<file path="src/rtl/pipe_stage_skid.sv">
// pipe_stage_skid
//   Parametrised valid/ready pipeline stage register. Carries a DATA_W-bit
//   payload between two pipeline stages. With SKID_EN=1 a second (skid)
//   entry lets in_ready_o come straight from the state register. With
//   SKID_EN=0 the stage holds one entry and in_ready_o is combinational
//   from out_ready_i. flush_i drops every beat held in the stage.
//
// Ports
//   clk_i        clock, rising edge
//   rst_i        synchronous active-high reset (wins over flush_i)
//   flush_i      empties the stage at the next edge
//   in_valid_i   upstream beat valid
//   in_ready_o   stage can take a beat this cycle
//   in_data_i    upstream payload
//   out_valid_o  out_data_o holds a valid beat
//   out_ready_i  downstream takes the beat
//   out_data_o   payload to downstream (main register)
//   occ_o        number of entries held (0..2)
module pipe_stage_skid #(
  parameter int unsigned       DATA_W   = 64,
  parameter logic [DATA_W-1:0] RST_DATA = '0,
  parameter bit                SKID_EN  = 1'b1
) (
  input  logic              clk_i,
  input  logic              rst_i,
  input  logic              flush_i,
  input  logic              in_valid_i,
  output logic              in_ready_o,
  input  logic [DATA_W-1:0] in_data_i,
  output logic              out_valid_o,
  input  logic              out_ready_i,
  output logic [DATA_W-1:0] out_data_o,
  output logic [1:0]        occ_o
);

  // Encoding equals occupancy, so occ_o is the state register itself.
  typedef enum logic [1:0] {
    ST_EMPTY = 2'd0,
    ST_FULL  = 2'd1,
    ST_SKID  = 2'd2
  } state_e;

  state_e            state_q, state_d;
  logic [DATA_W-1:0] main_q, main_d;
  logic [DATA_W-1:0] skid_q;
  logic              in_fire, out_fire;

  assign out_valid_o = (state_q != ST_EMPTY);
  assign out_data_o  = main_q;
  assign occ_o       = state_q;

  // SKID_EN is a constant, so with the skid present in_ready_o depends on
  // state_q only and out_ready_i never reaches it.
  assign in_ready_o = SKID_EN ? (state_q != ST_SKID)
                              : (~out_valid_o | out_ready_i);

  assign in_fire  = in_valid_i & in_ready_o;
  assign out_fire = out_valid_o & out_ready_i;

  // Next-state / main-register datapath. Flush is handled here; reset is in
  // the register process. Nothing loads from in_data_i without in_fire,
  // so bubbles never disturb the stored payload.
  always_comb begin
    state_d = state_q;
    main_d  = main_q;
    if (flush_i) begin
      state_d = ST_EMPTY;
      main_d  = RST_DATA;
    end else begin
      unique case (state_q)
        ST_EMPTY: begin
          if (in_fire) begin
            state_d = ST_FULL;
            main_d  = in_data_i;
          end
        end
        ST_FULL: begin
          if (in_fire && out_fire) begin
            main_d = in_data_i;
          end else if (in_fire) begin
            // Downstream stalled: park the new beat behind the current one.
            if (SKID_EN) state_d = ST_SKID;
          end else if (out_fire) begin
            state_d = ST_EMPTY;
          end
        end
        ST_SKID: begin
          if (out_fire) begin
            state_d = ST_FULL;
            main_d  = skid_q;
          end
        end
        default: begin
          state_d = ST_EMPTY;
          main_d  = RST_DATA;
        end
      endcase
    end
  end

  always_ff @(posedge clk_i) begin
    if (rst_i) begin
      state_q <= ST_EMPTY;
      main_q  <= RST_DATA;
    end else begin
      state_q <= state_d;
      main_q  <= main_d;
    end
  end

  generate
    if (SKID_EN) begin : g_skid
      logic skid_ld;
      // Skid content is don't-care outside SKID, so no reset and no flush.
      assign skid_ld = in_fire & ~out_fire & (state_q == ST_FULL);
      always_ff @(posedge clk_i) begin
        if (skid_ld) skid_q <= in_data_i;
      end
    end else begin : g_noskid
      assign skid_q = RST_DATA;
    end
  endgenerate

endmodule

</file>
<file path="config.mk">
export PLATFORM = sky130hd
export DESIGN_NAME = pipe_stage_skid
export DESIGN_NICKNAME = d
export VERILOG_FILES = /design/src/rtl/pipe_stage_skid.sv
export SDC_FILE = /design/constraint.sdc
export NUM_CORES = 1
export LEC_CHECK = 0
export ABC_AREA = 1
export CAP_MARGIN = 20
export CORE_AREA = 2 2 122 124
export CTS_CLUSTER_DIAMETER = 200
export DETAILED_ROUTE_END_ITERATION = 12
export DIE_AREA = 0 0 124 126
export HOLD_SLACK_MARGIN = 0.12
export PLACE_DENSITY = 0.66
export SLEW_MARGIN = 0
export SYNTH_ARGS = -nofsm -noshare
export SYNTH_HDL_FRONTEND = slang
export SYNTH_SLANG_ARGS = --single-unit
export TNS_END_PERCENT = 1
</file>
<file path="constraint.sdc">
create_clock -name clk_i -period 5.9 [get_ports clk_i]
set_input_delay 1.475 -clock clk_i [delete_from_list [all_inputs] [get_ports clk_i]]
set_output_delay 1.475 -clock clk_i [all_outputs]
set_load 0.005 [all_outputs]
</file>
Run 1, clock network drawn from the DEF:
(4 px per um)
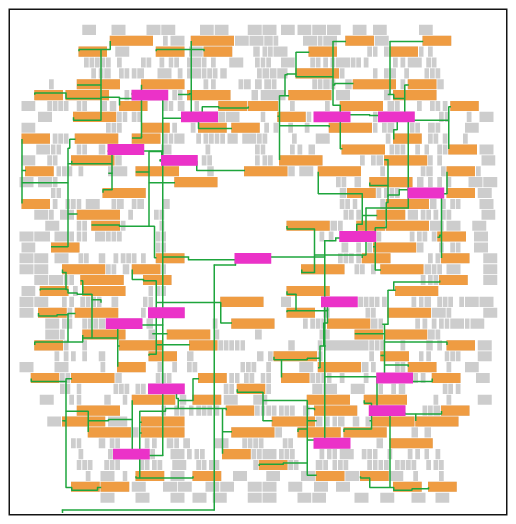
[clock wires] green | length: 1,720 um
[cells driving clock nets] magenta | count: 17
[flip-flops] orange | count: 130
routed clock nets	18
flops lie	all over the die

Run 1, placed cells, one colour a class:
(4 px per um) Fill, decap, tap and diode cells in grey.
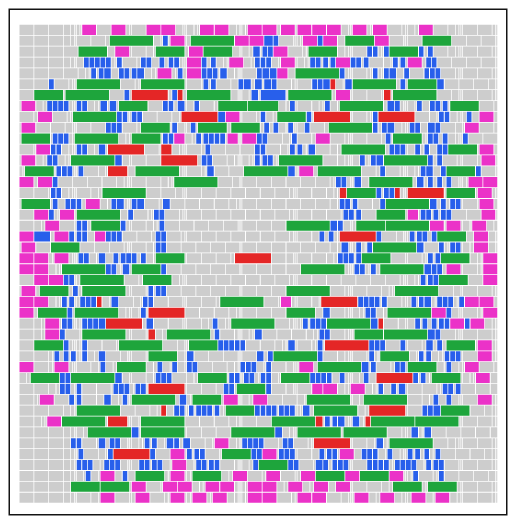
class	colour	cells	share of their area
clock drivers and dummy loads	red	32	7.3%
other buffers and delay cells	magenta	143	19%
all other logic	blue	535	29%
flip-flops	green	130	44%

==> results_slide.txt, run 1 <==
Implementation Results

Drt
  • Top sig layer: met4
  • Met1 Wirelength: 6.22 mm
  • Drt first pass iters: 4
  • Starting DRT DRC Count: ~290

Min path
  • Hold path endpoint: out_data_o[59]$_SDFFE_PP0P_

Final timing
  • RSZ-0062 raised after global routing: no
  • Fmax: ~0.26 GHz
  • Final Setup Violations: 0
  • Slew headroom: between 30% and 40%
  • Post-route clock period utilization: 65.5%
  • Post-layout min period: 3.87 ns
  • Slew Limit Fails: 0

Final layout
  • Sequential cell area: 0.00324 mm2
  • Layout cells sized above 1: 4.64%
  • Combinational share of cell area: approximately 25%
  • # fillers: 1,386
  • Flop Count: about 130
  • Top cells excl fill/tap: nand2_1, clkdlybuf4s50_1, nor2_1, nand3_1, inv_1

Clock tree
  • CTS Buffer Depth: 2
  • H-tree Lvls: 4

Place
  • PortBufs: 136
  • DP HPWL: 7.98 mm
  • Placed instance area: 0.00701 mm2
  • Placed cell count: 992

Status
  • Run status: finished clean

Global routing
  • Met1 usage: 23.2%
  • Largest net degree at the start of global routing: 84

Critical path
  • Reg2reg start: occ_o[1]$_SDFFE_PP0P_
  • Critical path launch point: occ_o[1]$_SDFFE_PP0P_
  • Element type at the critical path end: output pin
  • Critical Path RT: about 4.4 ns
  • Levels on crit path: 3
  • CP peak stage delay: 0.90 ns
  • Crit path cell chain: buf_4, nand2_1, clkdlybuf4s50_1

Power and ir drop
  • Sw Ratio: between 20% and 30%
  • Sequential Power: 0.000994 W
  • Clock Power Share: 43.7%
  • Sw power: just over 0.0005 W

Floorplan
  • Num rows: about 44

Logic synthesis
  • AO/OA Area Share: 0.178%
  • Flops after synth: 130
  • Basic Gates by Area: 32.5%
  • Syn_nets: roughly 780
  • Number of enable flip-flop cells: 64
  • Syn_area_per_cell: 7.96 um2

Job
  • Tool warning count: 26
Run 1, routing congestion:
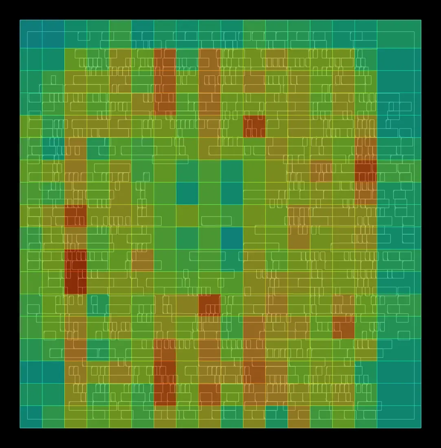
drt wl/cell: 12.9 um
GRT Max-Usage Layer: met2
final core occ: 52.7%
met3 Use GR: 4.26%
met2 usage: 29.1%

## Run 2: what changed since run 1
Clock period 5.9 ns to 3.6 ns, I/O delays scaled along.
Run 2, clock network drawn from the DEF:
(4 px per um)
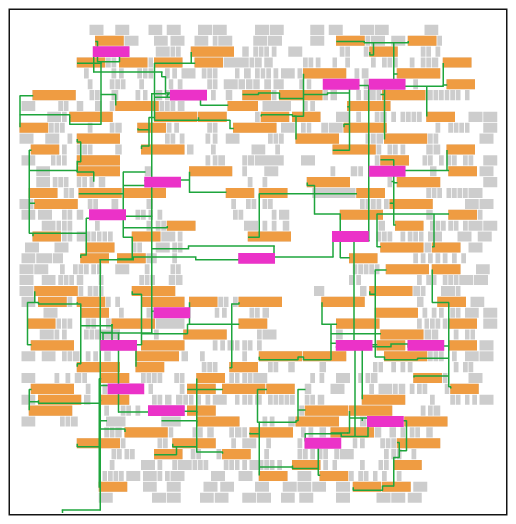
[clock wires] green | length: 1,670 um
[flip-flops] orange | count: 130
[cells driving clock nets] magenta | count: 17
flops lie	all over the die

Run 2, placed cells, one colour a class:
(4 px per um) Fill, decap, tap and diode cells in grey.
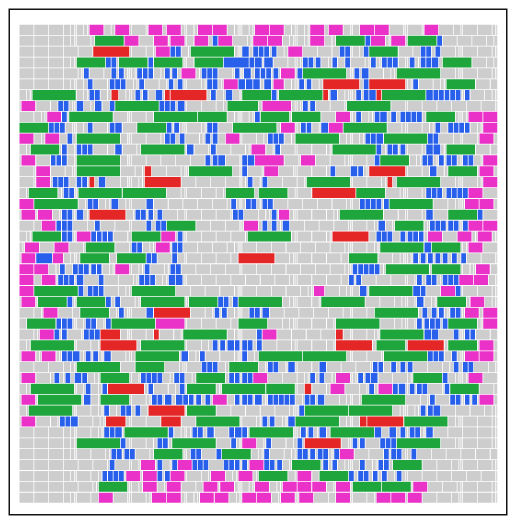
final core occ: 53.0%
num rows: 44

==> run 2 against run 1 <==
Compared with the run above: clock skew decreased by 0.0055 ns; worst hold slack is essentially flat; count of clock-buffer cells in the layout is 1 higher; first-iteration DRC count decreased by 10%; core utilization up 0.31 points; synthesized cell count is the same; final area up 0.60%; critical path type unchanged; critical endpoint is now out_valid_o; largest cell class unchanged; largest power group unchanged; highest routed layer unchanged.
==> results_slide.txt, run 2 <==
Implementation Results

Status
  • Run status: finished clean

Logic synthesis
  • AO/OA Area Share: less than 1%
  • Flops after synth: 130
  • Syn_nets: 777

Drt
  • Drt wl/cell: 12.9 um
  • Met1 Wirelength: 5.75 mm
  • Starting DRT DRC Count: 259

Critical path
  • Critical Path RT: 2.70 ns
  • Levels on crit path: 3
  • Critical path launch point: occ_o[1]$_SDFFE_PP0P_
  • Reg2reg start: occ_o[0]$_SDFFE_PP0P_
  • Crit path cell chain: nor2_2, inv_1, clkdlybuf4s50_1
  • Element type at the critical path end: output pin
  • CP peak stage delay: 0.78 ns

Final layout
  • Layout cells sized above 1: approximately 4.8%
  • Flop Count: about 130
  • Top cells excl fill/tap: nand2_1, clkdlybuf4s50_1, nor2_1, nand3_1, inv_1
  • Combinational share of cell area: between 20% and 30%
  • Sequential cell area: approximately 0.0032 mm2

Final timing
  • Post-route clock period utilization: 76.6%
  • Final Setup Violations: 0
  • Post-layout min period: 2.76 ns
  • Slew Limit Fails: 0
  • Slew headroom: 49.1%
  • RSZ-0062 raised after global routing: no

Job
  • Tool warning count: 26

Clock tree
  • H-tree Lvls: 4

Global routing
  • Largest net degree at the start of global routing: 66
  • Met2 usage: 28.1%
  • Met1 usage: 21.8%
  • GRT Max-Usage Layer: met2
  • Met3 Use GR: 5.43%

Place
  • DP HPWL: 7.75 mm
  • Placed instance area: 0.00705 mm2
  • PortBufs: 136

Min path
  • Hold path endpoint: out_data_o[35]$_SDFFE_PP0P_

Power and ir drop
  • Sequential Power: 0.00163 W
  • Sw power: between 0.0008 and 0.0009 W
  • Sw Ratio: between 20% and 30%
Power figures rest on the tool's default switching activity, not on a simulated workload.
